$ cat config.mk
export PLATFORM = sky130hd
export DESIGN_NAME = rv_ifetch
export DESIGN_NICKNAME = d
export VERILOG_FILES = /design/src/rtl/my_pkg.sv /design/src/rtl/rv_ifetch.sv
export SDC_FILE = /design/constraint.sdc
export NUM_CORES = 1
export LEC_CHECK = 0
export CELL_PAD_IN_SITES_DETAIL_PLACEMENT = 2
export CELL_PAD_IN_SITES_GLOBAL_PLACEMENT = 2
export CORE_MARGIN = 4
export CORE_UTILIZATION = 20
export CTS_BUF_LIST = sky130_fd_sc_hd__clkbuf_4 sky130_fd_sc_hd__clkbuf_8 sky130_fd_sc_hd__clkbuf_16
export CTS_CLUSTER_DIAMETER = 50
export CTS_CLUSTER_SIZE = 12
export DETAILED_ROUTE_END_ITERATION = 6
export PLACE_DENSITY_LB_ADDON = 0.1
export SLEW_MARGIN = 0
export SYNTH_ARGS = -nofsm -noshare
export SYNTH_HDL_FRONTEND = slang
export SYNTH_SLANG_ARGS = --single-unit
export TNS_END_PERCENT = 30
$ cat constraint.sdc
create_clock -name clk -period 2.3 [get_ports clk]
set_clock_uncertainty 0.05 [all_clocks]
set_input_delay 0.69 -clock clk [delete_from_list [all_inputs] [get_ports clk]]
set_output_delay 0.69 -clock clk [all_outputs]
set_load 0.03 [all_outputs]
$ cat src/rtl/my_pkg.sv
// Shared ifetch definitions: datapath width, default reset PC and FSM state type.
package my_pkg;

    localparam int DATA_WIDTH = 32;

    localparam logic [31:0] RESET_PC_DEF = 32'h0000_0000;

    typedef enum logic [2:0] {
        ST_REQ   = 3'd0,
        ST_WAIT  = 3'd1,
        ST_HOLD  = 3'd2,
        ST_DRAIN = 3'd3,
        ST_ERR   = 3'd4
    } ifetch_state_t;

endpackage

$ cat src/rtl/rv_ifetch.sv
// Instruction fetch: one outstanding imem request, PC and instruction registers.
// Define RV_IFETCH_MISALIGN_CHECK_EN to fault on a PC with nonzero low bits.
module rv_ifetch #(
    parameter int                    DATA_WIDTH = my_pkg::DATA_WIDTH,
    parameter logic [DATA_WIDTH-1:0] RESET_PC   = DATA_WIDTH'(my_pkg::RESET_PC_DEF)
) (
    input  logic                  clk,
    input  logic                  rst,
    input  logic [DATA_WIDTH-1:0] nextpc,
    input  logic                  flush,
    input  logic [DATA_WIDTH-1:0] flush_pc,
    output logic                  imem_req_valid,
    input  logic                  imem_req_ready,
    output logic [DATA_WIDTH-1:0] imem_addr,
    input  logic                  imem_rsp_valid,
    input  logic [DATA_WIDTH-1:0] imem_rsp_data,
    output logic                  inst_valid,
    input  logic                  inst_ready,
    output logic [DATA_WIDTH-1:0] inst,
    output logic [DATA_WIDTH-1:0] pc_o,
    output logic                  fetch_err
);

    import my_pkg::*;

    ifetch_state_t state;
    ifetch_state_t state_d;
    logic          misalign;
    logic          req_fire;
    logic          inst_fire;

`ifdef RV_IFETCH_MISALIGN_CHECK_EN
    assign misalign  = |pc_o[1:0];
    assign fetch_err = !rst && (state == ST_ERR);
`else
    assign misalign  = 1'b0;
    assign fetch_err = 1'b0;
`endif

    assign imem_req_valid = !rst && (state == ST_REQ) && !misalign;
    assign imem_addr      = pc_o;
    assign inst_valid     = !rst && (state == ST_HOLD);
    assign req_fire       = imem_req_valid && imem_req_ready;
    assign inst_fire      = inst_valid && inst_ready;

    // A flush that leaves a response owed parks in DRAIN until it returns.
    always_comb begin
        state_d = state;
        case (state)
            ST_REQ: begin
                if (flush)
                    state_d = req_fire ? ST_DRAIN : ST_REQ;
                else if (misalign)
                    state_d = ST_ERR;
                else if (req_fire)
                    state_d = ST_WAIT;
            end
            ST_WAIT: begin
                if (imem_rsp_valid)
                    state_d = flush ? ST_REQ : ST_HOLD;
                else if (flush)
                    state_d = ST_DRAIN;
            end
            ST_HOLD: begin
                if (flush || inst_ready)
                    state_d = ST_REQ;
            end
            ST_DRAIN: begin
                if (flush || imem_rsp_valid)
                    state_d = ST_REQ;
            end
            ST_ERR: begin
                if (flush)
                    state_d = ST_REQ;
            end
            default: state_d = ST_REQ;
        endcase
    end

    always_ff @(posedge clk) begin
        if (rst) begin
            state <= ST_REQ;
            pc_o  <= RESET_PC;
            inst  <= '0;
        end else begin
            state <= state_d;
            if (flush)
                pc_o <= flush_pc;
            else if (inst_fire)
                pc_o <= nextpc;
            if (state == ST_WAIT && imem_rsp_valid && !flush)
                inst <= imem_rsp_data;
        end
    end

endmodule

Fig. 1: run 1, zoomed window
Window x 47 to 87, y 47 to 87 um. Cells in grey, sequential cells in the stronger grey; small squares are vias.
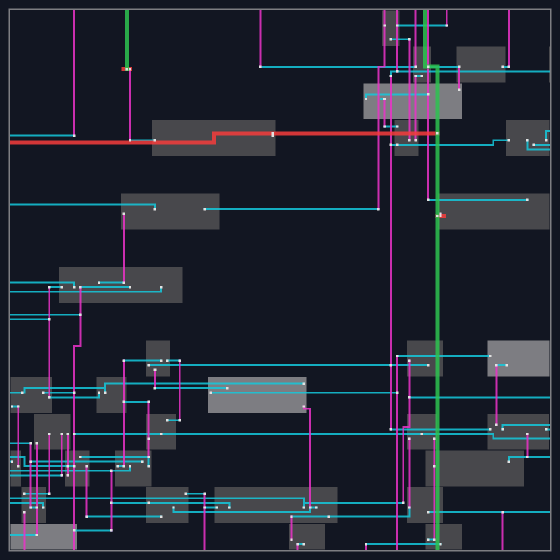
layer	colour
M1	cyan
M4	green
M3	red
M2	magenta
sequential cells in the window	4
most frequent	a21oi_1 (4), dfxtp_1 (4), buf_4 (4)
cells with their middle in the window	30
netlist names of flops here include	`state` (2)

Fig. 2: run 1, met2 routing
Drawn at 3 px/um.
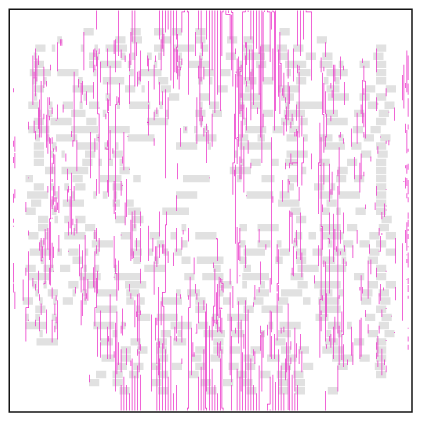
share of all routed wire	47%
main direction	vertical
longest straight run	50.7 um
wire length on this layer	5670 um

Fig. 3: run 1, wiring by layer
Drawn at 3 px/um. Only two layers are drawn.
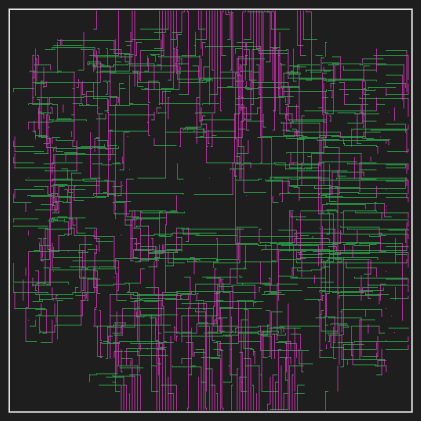
layer	colour	wire length
M2	magenta	5670 um
M1	green	5100 um

Fig. 4: run 1, placed standard cells
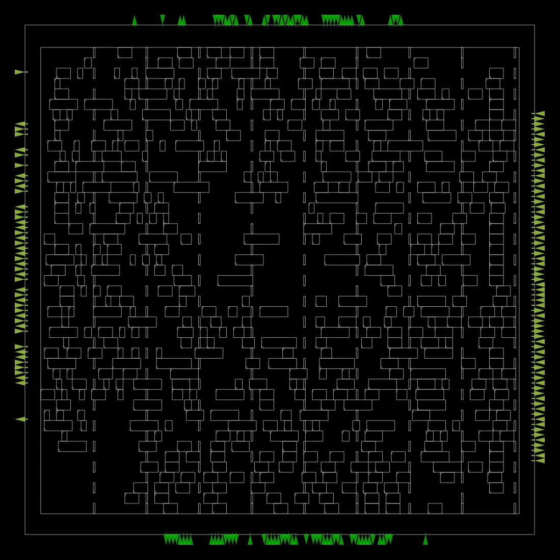
fillers: 1715
Core ar.: 0.01537 sq mm
Tap Cells: 211
Rows: 45

==> impl_metrics.toml, run 1 <==
# yosys + openroad results
[power_and_ir_drop]
pwr-share-comb_pct = 24.9
p_total_uw = 3511
p_leak_uw = 0.001928
power_density_mw_per_mm2 = 645.1
p_int_uw = 2525
power_leader = "the clock network"
pg_seq_uw = 1260
powerComb_uw = 874
powerClk_uw = 1370
ir_drop_v = 0.0003613

[clock_tree]
numCtsBuffers = 9
cts_max_path_buffers = 2
cts.reportedPaths.clkPinSlew_ns = 0.05
clk_latency_ns = 0.33
tritoncts = "built"
cts_setup_buffers = 0
cts_max_level = 3
holdBufCountCts = 0
postCtsResizedCells = 0

[global_routing]
grt_max_degree = 46
antenna_found_initial = 0
busiest_layer = "met2"
grt_pass1_vias = 3257
grtUsageTotal_pct = 13.30
overflow = 0
gr-usage-met3_pct = 6.798
gr-usage-met1_pct = 15.61
grt_pass1_wl_um = 18640
grtUsageMet2_pct = 21.84

[floorplanning]
die_x_um = 133.7
die_y_um = 133.7
initCoreUtil_pct = 20.57

[layout]
nNonClkInverters = 0
diodes = 0
post-route-cell-area_sq_mm = 0.005443
finalCoreUtilization_pct = 35.41
layout_top_cell = "clkdlybuf4s50_1"
area.sequential_sq_mm = 0.001321
logic_area_sq_mm = 0.001451
final-nonclk-buf-share_pct = 38.80
seq_area_share_pct = 24.28
clkbuf_count = 12
seq_cell_count = 66
nets = 604
buffers = 213
comb_cells = 212

[logic_synthesis]
ys_sh_adder_pct = 0
ys_top_logic_family = "AND-OR/OR-AND gates"
synth_area_per_cell_sq_um = 9.191
simple_gate_area_share_pct = 15.47
mux_share_pct = 10.13
yosysWarnings = 0
ys_sh_aoi_pct = 19.07
xor_share_pct = 0
syn_nets = 446
ys_chip_area_sq_mm = 0.003162
ys_ff = 66
yosysCellCount = 344

[worst_setup_path]
cp_top_family = "buffers and inverters"
crit_buf_inv = 1
r2r_setup_slack_ns = 0.73
crit_start = "imem_addr[6]$_SDFFE_PP0P_"
critPathKind = "flip-flop to output port"
crit_chain = "clkdlybuf4s50_1"
start_kind = "flip-flop"
crit_fanout = 3
rr_startpoint = "state[0]$_SDFFE_PP0P_"
max_stage_delay_ns = 0.70
worstPathArrival_ns = 1.42
reg2reg_to = "imem_addr[24]$_SDFFE_PP0P_"
r2r_cells = 4
endpoint = "pc_o[6]"

[routing]
routed_wl_um = 11980
firstDrtPassIters = 4
via_per_inst = 4.218
route.met2.wl_um = 5673
wl_met1_um = 5103
wl_per_cell_um = 16.70
ant_nets = 0

[final_timing]
finalHoldViolCount = 0
final_max_slew_viol_count = 0
rsz0062_at_grt = "no"
setup_tns_ns = 0
max_slew_margin_pct = 57.41
max_slew.worst_pin.slew_ns = 0.6388
fmax_mhz = 462.0
whs_ns = 0.4036
finalSetupViolCount = 0
fin_ws_ns = 0.1354
layout_min_cycle_time_ns = 2.165

[placement]
hpwl_um = 9129
dpl_worst_slack_ns = 0.04250
place_area_sq_mm = 0.005149
gp_congestion = 0.6600
dp_cells = 702
portBuffers = 199

[min_path]
hold_depth = 2
min-delay-start = "inst[1]$_SDFFE_PP0P_"
hp-class = "flip-flop to flip-flop"

[run_status]
status = "finished clean"
run 1: cell usage after synthesis, drive strengths merged:
| cell | n | share of area [%] |
|---|---|---|
| a21bo | 1 | 0.32 |
| nand2 | 64 | 7.6 |
| buf | 56 | 12 |
| nand2b | 2 | 0.40 |
| a21oi | 36 | 5.7 |
| nor3b | 1 | 0.24 |
| o21a | 1 | 0.24 |
| conb | 1 | 0.12 |
| clkbuf | 10 | 1.2 |
| dfxtp | 66 | 42 |
| mux2i | 32 | 10 |
| a211oi | 33 | 13 |
| or3b | 1 | 0.28 |
| nor4bb | 2 | 0.63 |
| nor3 | 33 | 5.2 |
| nand4bb | 2 | 0.71 |
| or2 | 2 | 0.40 |
| a21o | 1 | 0.24 |
## Run 2: what changed since run 1
--- a/config.mk
+++ b/config.mk
@@ -5,10 +5,10 @@
 export SDC_FILE = /design/constraint.sdc
 export NUM_CORES = 1
 export LEC_CHECK = 0
+export ABC_AREA = 1
 export CELL_PAD_IN_SITES_DETAIL_PLACEMENT = 2
 export CELL_PAD_IN_SITES_GLOBAL_PLACEMENT = 2
-export CORE_MARGIN = 4
-export CORE_UTILIZATION = 20
+export CORE_UTILIZATION = 18
 export CTS_BUF_LIST = sky130_fd_sc_hd__clkbuf_4 sky130_fd_sc_hd__clkbuf_8 sky130_fd_sc_hd__clkbuf_16
 export CTS_CLUSTER_DIAMETER = 50
 export CTS_CLUSTER_SIZE = 12
==> impl_metrics.toml, run 2 <==
# yosys + openroad results
[logic_synthesis]
yosysCellCount = 453
synthCells = 453
ys_sh_aoi_pct = 10.85
synth_area_per_cell_sq_um = 6.974
xor_share_pct = 0
ys_ff = 66
synthFlopType = "dfxtp_1"
synth_top_area_share_pct = 41.82
ys_chip_area_sq_mm = 0.003159
topCellsByArea = "dfxtp_1 42%, nor2_1 15%, nand2_1 12%"
netlist_area_sq_mm = 0.003159
mux_share_pct = 0
yosysWarnings = 0
ys_top_logic_family = "simple AND/OR/NAND/NOR gates"
ys_types = 24
top_cell = "nor2_1"
ys_sh_adder_pct = 0
postSynthSeqShare_pct = 41.82
largest_area_cell = "dfxtp_1"
synthArstFlopShare_pct = 0
edf_count = 0
syn_nets = 555
top_cells_by_count = "124 x nor2_1, 103 x nand2_1, 66 x dfxtp_1"
simple_gate_area_share_pct = 31.80

[worst_setup_path]
cp_top_family = "buffers and inverters"
worstPathArrival_ns = 1.49
endpoint_kind = "output port"
start_kind = "input port"
critPathKind = "input port to output port"
required_ns = 1.56
crit_chain = "clkdlybuf4s50_1, nor3_2, buf_4"
max_stage_delay_ns = 0.46
crit_buf_inv = 2
crit_fanout = 3
r2r_setup_slack_ns = 0.78
cp_slowest_cell = "clkdlybuf4s50_1"

[final_timing]
fmax_mhz = 448.0
final_max_slew_viol_count = 0
finalCritPeriodShare_pct = 97.05
max_slew_margin_pct = 61.98
whs_ns = 0.4325
layout_min_cycle_time_ns = 2.232
rsz0062_at_grt = "no"
finalHoldViolCount = 0
finalSetupViolCount = 0
fin_ws_ns = 0.06782
max_slew.worst_pin.slew_ns = 0.5695
setup_tns_ns = 0

[placement]
gp_congestion = 0.6947
hpwl_um = 8704
portBuffers = 199
dpl_worst_slack_ns = -0.08074
place_area_sq_mm = 0.005041
dp_cells = 823

[global_routing]
grt_pass1_wl_um = 18670
grt_max_degree = 68
overflow = 0
grt_pass1_vias = 3713
grtUsageTotal_pct = 13.43
antenna_found_initial = 0

[floorplanning]
die_y_um = 134.5
chipArea_sq_mm = 0.01808
core.rowCount = 48
ioPinCount = 201
die_x_um = 134.5
core-area_sq_mm = 0.01724
tap-cell-count = 225
initCoreUtil_pct = 18.33

[power_and_ir_drop]
pg_seq_uw = 1330
power_leader = "sequential cells"
ir_drop_v = 0.0002955
p_int_uw = 2511
p_leak_uw = 0.002153
powerClk_uw = 1260
clkPwrFrac_pct = 33.9
pwr-share-comb_pct = 30.3
seq_power_share_pct = 35.8
p_total_uw = 3719
swShare_pct = 32.48
p_sw_uw = 1208
powerComb_uw = 1130
power_density_mw_per_mm2 = 698.7

[layout]
finalCoreUtilization_pct = 30.88
clkbuf_count = 11
drive_above_1_share_pct = 7.166
comb_share_pct = 25.48
post-route-cell-area_sq_mm = 0.005323
layout_top_cell = "clkdlybuf4s50_1"
final-nonclk-buf-share_pct = 38.41
final_cell_mix = "197 x clkdlybuf4s50_1, 124 x nor2_1, 103 x nand2_1"
buffers = 205
diodes = 0
nets = 711
area_growth_pct = 68.48
seq_cell_count = 66
fillCellCount = 1988
comb_cells = 317
logic_area_sq_mm = 0.001356
dominant_cells = "non-clock buffers"
clk_share_pct = 5.195
seq_area_share_pct = 24.82
area.sequential_sq_mm = 0.001321
layoutNonFillerInstCount = 839
nNonClkInverters = 10

[flow_run]
warnings = 26
drv_cap = 0

[routing]
routed_wl_um = 12030
drc_errors = 0
firstDrtPassIters = 4
drtIter0Drc = 96
wl_per_cell_um = 14.34
via_per_inst = 4.107
ant_nets = 0
num_vias = 3446

[run_status]
status = "finished clean"

[clock_tree]
cts_max_level = 3
clk_latency_ns = 0.33
tritoncts = "built"
holdBufCountCts = 0
cts_max_path_buffers = 2
cts.reportedPaths.clkPinSlew_ns = 0.05
clock_sinks = 66
cts_setup_buffers = 0
clock-root-buffer = "clkbuf_16"
postCtsResizedCells = 0
numCtsBuffers = 9

[min_path]
hp-class = "flip-flop to flip-flop"
## run 2: cell types whose count changed after synthesis, sizes merged, moves of 4 or more
cell,delta
a21oi,-36
mux2i,-32
o21ai,+67
nand2,+40
nor3,-32
nand3,+6
a211oi,-33
buf,-4
nor2,+135
inv,+10
## run 2: routing by layer
metal	track usage [%]	wire [um]
met5	0	0
met4	4.619	139
met1	15.98	5410
met2	22.86	5590
met3	4.092	889
## run 2: worst paths after layout
kind	cells after the start	from	endpoint
max	3	rst	inst_valid
max reg2reg	6	state[0]$_SDFFE_PP0P_	inst[19]$_SDFFE_PP0P_
min reg2reg	2	inst[11]$_SDFFE_PP0P_	inst[11]$_SDFFE_PP0P_
min	2	inst[11]$_SDFFE_PP0P_	inst[11]$_SDFFE_PP0P_
Fig. 5: run 2, met2 routing
Drawn at 3 px/um.
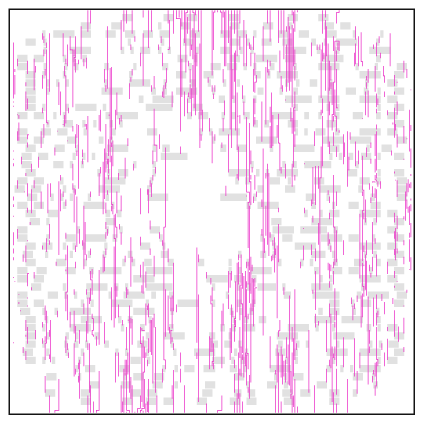
share of all routed wire	46%
nets with wire on the layer	622

No activity file was given, so power comes from the tool's default toggle rates.
